`src/rtl/switch_pkg.sv`:
```
// Shared state encoding and default sizing for switch_core and its arbiter.
package switch_pkg;
    localparam int AW_DEV_DEF = 2;
    localparam int DW_DEF     = 4;

    typedef enum logic [1:0] {
        IDLE,
        WRITE,
        HOLD
    } state_e;
endpackage

```
`src/rtl/rr_arb.sv`:
```
// Round-robin pick among requesters, searching from ptr+1 modulo N; combinational.
// No backpressure: the caller samples the result only when it is ready to grant.
module rr_arb
    import switch_pkg::*;
#(
    parameter int AW = AW_DEV_DEF,
    parameter int N  = 1 << AW
) (
    input  logic [N-1:0]  rqt,
    input  logic [AW-1:0] ptr,
    output logic [N-1:0]  gnt_oh,
    output logic [AW-1:0] idx
);
    logic          found;
    logic [AW-1:0] cand;

    always_comb begin
        gnt_oh = '0;
        idx    = '0;
        found  = 1'b0;
        cand   = '0;
        // i == N wraps back to ptr itself, so the last winner has lowest priority
        for (int i = 1; i <= N; i++) begin
            cand = ptr + AW'(i);
            if (!found && rqt[cand]) begin
                found        = 1'b1;
                idx          = cand;
                gnt_oh[cand] = 1'b1;
            end
        end
    end
endmodule

```
`src/rtl/switch_core.sv`:
```
// Single-transfer crossbar: grant 1 cycle after request, FIFO write 2 cycles after; SWITCH_CORE_STATS_EN adds pkt_cnt.
// Backpressure: a full destination holds the transfer in WRITE; the source holds grant via validtx.
module switch_core
    import switch_pkg::*;
#(
    parameter int  AW_DEV = AW_DEV_DEF,
    parameter int  DW     = DW_DEF,
    localparam int N      = 1 << AW_DEV
) (
    input  logic                 clk_i,
    input  logic                 rst_i,
    input  logic [N-1:0]         rqt,
    input  logic [N-1:0]         validtx,
    input  logic [N*DW-1:0]      dat_i,
    input  logic [N*AW_DEV-1:0]  adr_i,
    input  logic [N-1:0]         full_array,
    output logic [N-1:0]         gnt,
    output logic [DW-1:0]        fifo_o,
    output logic [N-1:0]         wen
`ifdef SWITCH_CORE_STATS_EN
    ,
    output logic [15:0]          pkt_cnt
`endif
);
    state_e            state_q, state_d;
    logic [AW_DEV-1:0] src_q, src_d;
    logic [AW_DEV-1:0] dest_q, dest_d;
    logic [AW_DEV-1:0] ptr_q, ptr_d;
    logic [DW-1:0]     data_q, data_d;
    logic [DW-1:0]     fifo_q, fifo_d;
    logic [N-1:0]      gnt_q, gnt_d;
    logic [N-1:0]      wen_q, wen_d;
    logic [N-1:0]      arb_oh;
    logic [AW_DEV-1:0] arb_idx;

    rr_arb #(.AW(AW_DEV), .N(N)) u_arb (
        .rqt    (rqt),
        .ptr    (ptr_q),
        .gnt_oh (arb_oh),
        .idx    (arb_idx)
    );

    always_comb begin
        state_d = state_q;
        src_d   = src_q;
        dest_d  = dest_q;
        ptr_d   = ptr_q;
        data_d  = data_q;
        fifo_d  = fifo_q;
        gnt_d   = gnt_q;
        wen_d   = '0;
        unique case (state_q)
            IDLE: begin
                if (|rqt) begin
                    src_d   = arb_idx;
                    dest_d  = adr_i[arb_idx*AW_DEV +: AW_DEV];
                    data_d  = dat_i[arb_idx*DW +: DW];
                    gnt_d   = arb_oh;
                    state_d = WRITE;
                end
            end
            WRITE: begin
                if (!full_array[dest_q]) begin
                    wen_d   = N'(1) << dest_q;
                    fifo_d  = data_q;
                    state_d = HOLD;
                end
            end
            HOLD: begin
                if (!validtx[src_q]) begin
                    gnt_d   = '0;
                    ptr_d   = src_q;
                    state_d = IDLE;
                end
            end
            default: state_d = IDLE;
        endcase
    end

    always_ff @(posedge clk_i) begin
        if (rst_i) begin
            state_q <= IDLE;
            src_q   <= '0;
            dest_q  <= '0;
            ptr_q   <= AW_DEV'(N - 1);
            data_q  <= '0;
            fifo_q  <= '0;
            gnt_q   <= '0;
            wen_q   <= '0;
        end else begin
            state_q <= state_d;
            src_q   <= src_d;
            dest_q  <= dest_d;
            ptr_q   <= ptr_d;
            data_q  <= data_d;
            fifo_q  <= fifo_d;
            gnt_q   <= gnt_d;
            wen_q   <= wen_d;
        end
    end

    assign gnt    = gnt_q;
    assign wen    = wen_q;
    assign fifo_o = fifo_q;

`ifdef SWITCH_CORE_STATS_EN
    logic [15:0] cnt_q, cnt_d;

    always_comb begin
        cnt_d = cnt_q;
        if (|wen_q) cnt_d = cnt_q + 16'd1;
    end

    always_ff @(posedge clk_i) begin
        if (rst_i) cnt_q <= '0;
        else       cnt_q <= cnt_d;
    end

    assign pkt_cnt = cnt_q;
`endif
endmodule

```
`config.mk`:
```
export PLATFORM = sky130hd
export DESIGN_NAME = switch_core
export DESIGN_NICKNAME = d
export VERILOG_FILES = /design/src/rtl/switch_pkg.sv /design/src/rtl/rr_arb.sv /design/src/rtl/switch_core.sv
export SDC_FILE = /design/constraint.sdc
export NUM_CORES = 1
export LEC_CHECK = 0
export ABC_AREA = 0
export ABC_CLOCK_PERIOD_IN_PS = 2900
export CAP_MARGIN = 20
export CELL_PAD_IN_SITES_DETAIL_PLACEMENT = 1
export CELL_PAD_IN_SITES_GLOBAL_PLACEMENT = 1
export CORE_MARGIN = 2
export CORE_UTILIZATION = 27
export DETAILED_ROUTE_END_ITERATION = 6
export PLACE_DENSITY = 0.65
export SLEW_MARGIN = 30
export SYNTH_ARGS = -nofsm -noshare
export SYNTH_HDL_FRONTEND = slang
export SYNTH_HIERARCHICAL = 1
export SYNTH_SLANG_ARGS = --single-unit
```
`constraint.sdc`:
```
create_clock -name clk_i -period 2.9 [get_ports clk_i]
set_input_delay 0.435 -clock clk_i [delete_from_list [all_inputs] [get_ports clk_i]]
set_output_delay 0.435 -clock clk_i [all_outputs]
set_load 0.02 [all_outputs]
```
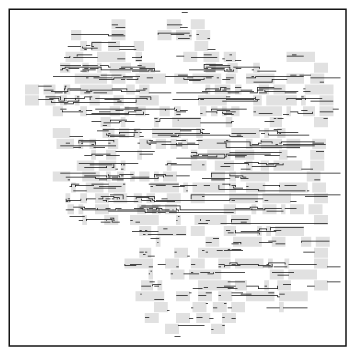
(images/m1.png)
Drawn at 4 px/um.
main direction: horizontal
wire length on this layer: 1930 um
Via Count: 1527
M1 GR Usage: 0.158
final WL: 4.51 mm

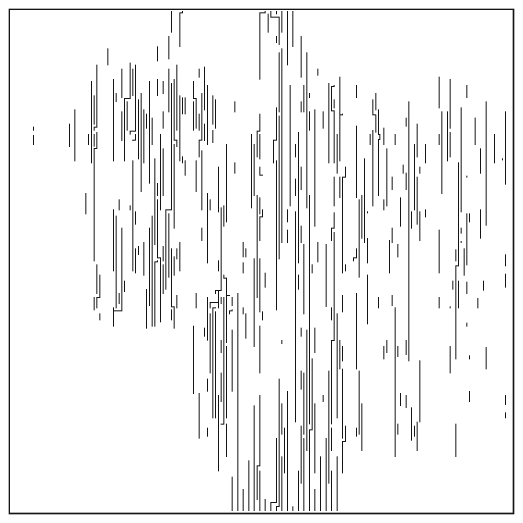
(images/m2.png)
Drawn at 6 px/um.
wire length on this layer: 2370 um
nets with wire on the layer: 239
share of all routed wire: 53%
GR Util met2: 0.249

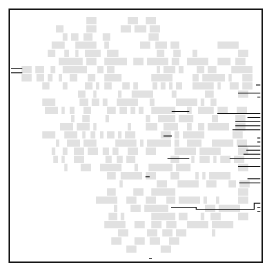
(images/m3.png)
Drawn at 3 px/um.
nets with wire on the layer: 25
share of all routed wire: 3.4%
wire length on this layer: 155 um
grt met3 use: 0.0198

==> deck_impl_summary.md <==
Implementation Results

Worst setup path
  – Slowest-stage cell, CP: mux4_2
  – Critical path arrival: 2.71 ns
  – CP Launch Type: flip-flop
  – Crit path depth: 9
  – Delay-heaviest family, CP: multiplexers
  – Most used cell, CP: mux4_2
  – Worst setup EP type: flip-flop
  – Crit Path Class: reg -> reg
  – Buf/Inv on CP: 2
  – CP required: 3.05 ns
  – R2R cell count: 9
  – Critical Path Fanout Max: 7
  – Critical path, cell by cell: inv_1 > ha_1 > mux4_2 > o21ai_1 > a2bb2oi_1 > buf_4 > mux4_2 > nand3_1 > a21oi_1
  – CP peak stage delay: 0.50 ns

STA
  – PnR worst setup slack: 0.344 ns
  – Skew final: slightly below 0.002 ns
  – Setup violators final: 0
  – Unrepaired setup endpoints after global routing: no
  – Slew Limit Fails: 0
  – Relative slew slack: 0.631
  – Tmin final: 2.56 ns
  – Tcrit/Tclk final: 0.881
  – FMAX: just under 400 MHz
  – Hold_ws: 0.461 ns
  – Fin. Hold Viols: 0
  – Worst slew pin tran: about 0.55 ns
  – Fin Setup TNS: 0 ns

Logic synthesis
  – Number of enable flip-flop cells: 0
  – Yosys stat chip area: ~1700 sq um
  – Area leader share: 0.279
  – Synth Net Count: 220
  – Dominant register cell: dfxtp_1
  – Synth cell types: around 54
  – Cell with the most instances after synthesis: dfxtp_1
  – Synthesized registers: 24
  – Cells after Synth: 174
  – Async set-or-reset flop fraction in the synthesized netlist: 0
  – Cell Area, Synth: 1720 sq um
  – # Cells Yosys: 174
  – Syn Area/Cell: 9.88 sq um
  – Sequential area share after synthesis: 0.279
  – Top cells by area: dfxtp_1 (28%), mux4_2 (10%), ha_1 (5.8%), nand2_1 (4.1%), mux2i_1 (4.1%)
  – Commonest cells in the synthesized netlist: dfxtp_1 (24), nand2_1 (19), ha_1 (8), inv_1 (8), mux4_2 (8)
  – Cell taking the most area after synthesis: dfxtp_1
  – Synth warnings: 6

Placed design
  – Post-Place Worst Slack: 0.0524 ns
  – DP Wirelength: roughly 3.7 mm
  – PortBufs: ~49
  – Routability cong.: 0.747
  – Placed Cells: 303

Job
  – Stage-log warning count: 33
  – Max Cap Viol: 0

Detailed routing
  – WL/cell: between 10 and 15 um
  – Via density: around 5.0
  – Drt first pass iters: 4
  – DRC Markers: 0
  – Detail Route Antenna Nets: 0
  – Starting DRT DRC Count: 30

Final layout
  – Filler-free cell count of the finished design: 307
  – Fin nets: 277
  – Layout cells sized above 1: 0.196
  – Fillers: approximately 730
  – # diodes: 0
  – Gate Area: 1140 sq um
  – Register Area: 480 sq um
  – Area Growth Syn to Fin: 39.1%

Die
  – Die span in x: 83.8 um
  – Die ar.: 7020 sq um
  – Rows: 29
  – Core Box Area: 6240 sq um
  – Die height: between 80 and 90 um
  – Fp_density: 0.275
  – IO Pins: around 50

GRT
  – First-pass GRT wire length: 7.59 mm
  – Largest net degree at the start of global routing: 18
  – Most Crowded Layer GR: met2
  – All-layer global routing usage: 0.133
  – Vias in the first global route: roughly 1600
  – Gr ovfl total: 0
  – Antenna violations before repair: 0

Min path
  – HP Class: reg -> reg
  – Hold path depth: 2

Pwr
  – Pwr dens: 499 nW/um^2
  – Static Leak: 0.897 nW
  – Worst vdd ir: 294 uV

Clocking
  – CTS Buf Count: 3
  – Setup bufs post-CTS: 0
  – Late-Pin Clk Latency: roughly 0.26 ns
  – Post_cts resized: 0
  – Clock Tree Buf Depth: 2
  – Clock transition at the registers of the reported paths: approximately 0.08 ns
  – Root Buffer: clkbuf_8
  – CTS Hold Bufs: 0
  – CTS tree: yes
  – H-tree depth: 1
  – Clock Sinks: 24

Run status
  – Status: finished clean
## power breakdown
part,switching (mW),internal [mW],total [mW]
Sequential,0.0456,0.384,0.430
Combinational,0.260,0.274,0.534
Clock,0.108,0.121,0.229
Total,0.414,0.779,1.19
## worst register-to-register path: cells and delay by family, from the launching register on
kind	cells	cell delay (ns)
mux	2	0.86
fa+ha+maj	1	0.44
compound gates	3	0.38
flops	1	0.34
buf+inv	2	0.32
simple gates	1	0.10
## per-stage QoR
step / utilization / total power, mW / area, sq um
2_1_floorplan: - / 0.803 / 1720
3_3_place_gp: 0.374 / 0.971 / 2340
3_5_place_dp: 0.374 / 0.978 / 2340
4_1_cts: 0.383 / 1.21 / 2390
5_1_grt: 0.383 / 1.28 / 2390
6_report: 0.383 / 1.19 / 2390
## sequential cells by signal, summed over array words and instances, names as in the netlist
signal	count
data_q	4
fifo_o	4
gnt	4
wen	4
dest_q	2
ptr_q	2
src_q	2
state_q	2
## cells by family (layout without fill, tap and decap cells)
family / count (synthesis) / after routing / synth area share
and+or+nand+nor: 59 / 59 / 0.216
AOI/OAI and AO/OA: 46 / 46 / 0.222
DFF: 24 / 24 / 0.279
buffers and inverters: 19 / 75 / 0.0589
muxes: 18 / 18 / 0.165
adders and majority gates: 8 / 8 / 0.0582
## cell usage in the layout (no fill, tap or decap), types with 6 or more instances in the layout
master,instances
a21oi_1,7
buf_4,13
clkdlybuf4s50_1,49
dfxtp_1,24
ha_1,8
inv_1,8
mux2i_1,7
mux4_2,8
nand2_1,19
nor2_1,7
o21ai_0,7
o21ai_1,6
## per-layer routing
layer  up-vias  part of all wire
li1        770                 -
met1       725              0.43
met2        28              0.53
met3         4             0.034
met4         0             0.011
met5         -                 0
## final timing paths
kind         startpoint         to  slack (ns)
min reg2reg   fifo_o[2]  fifo_o[2]        0.46
min           fifo_o[2]  fifo_o[2]        0.46
max reg2reg    ptr_q[1]  dest_q[1]        0.34
max            ptr_q[1]  dest_q[1]        0.34
## layout make-up
cell class | count | area share
well taps | 77 | 0.0403
flip-flops and latches | 24 | 0.201
repair buffers | 62 | 0.246
inverters | 9 | 0.0141
multi-input cells | 131 | 0.476
clock buffers | 4 | 0.0230
Power and IR drop assume default switching activity.
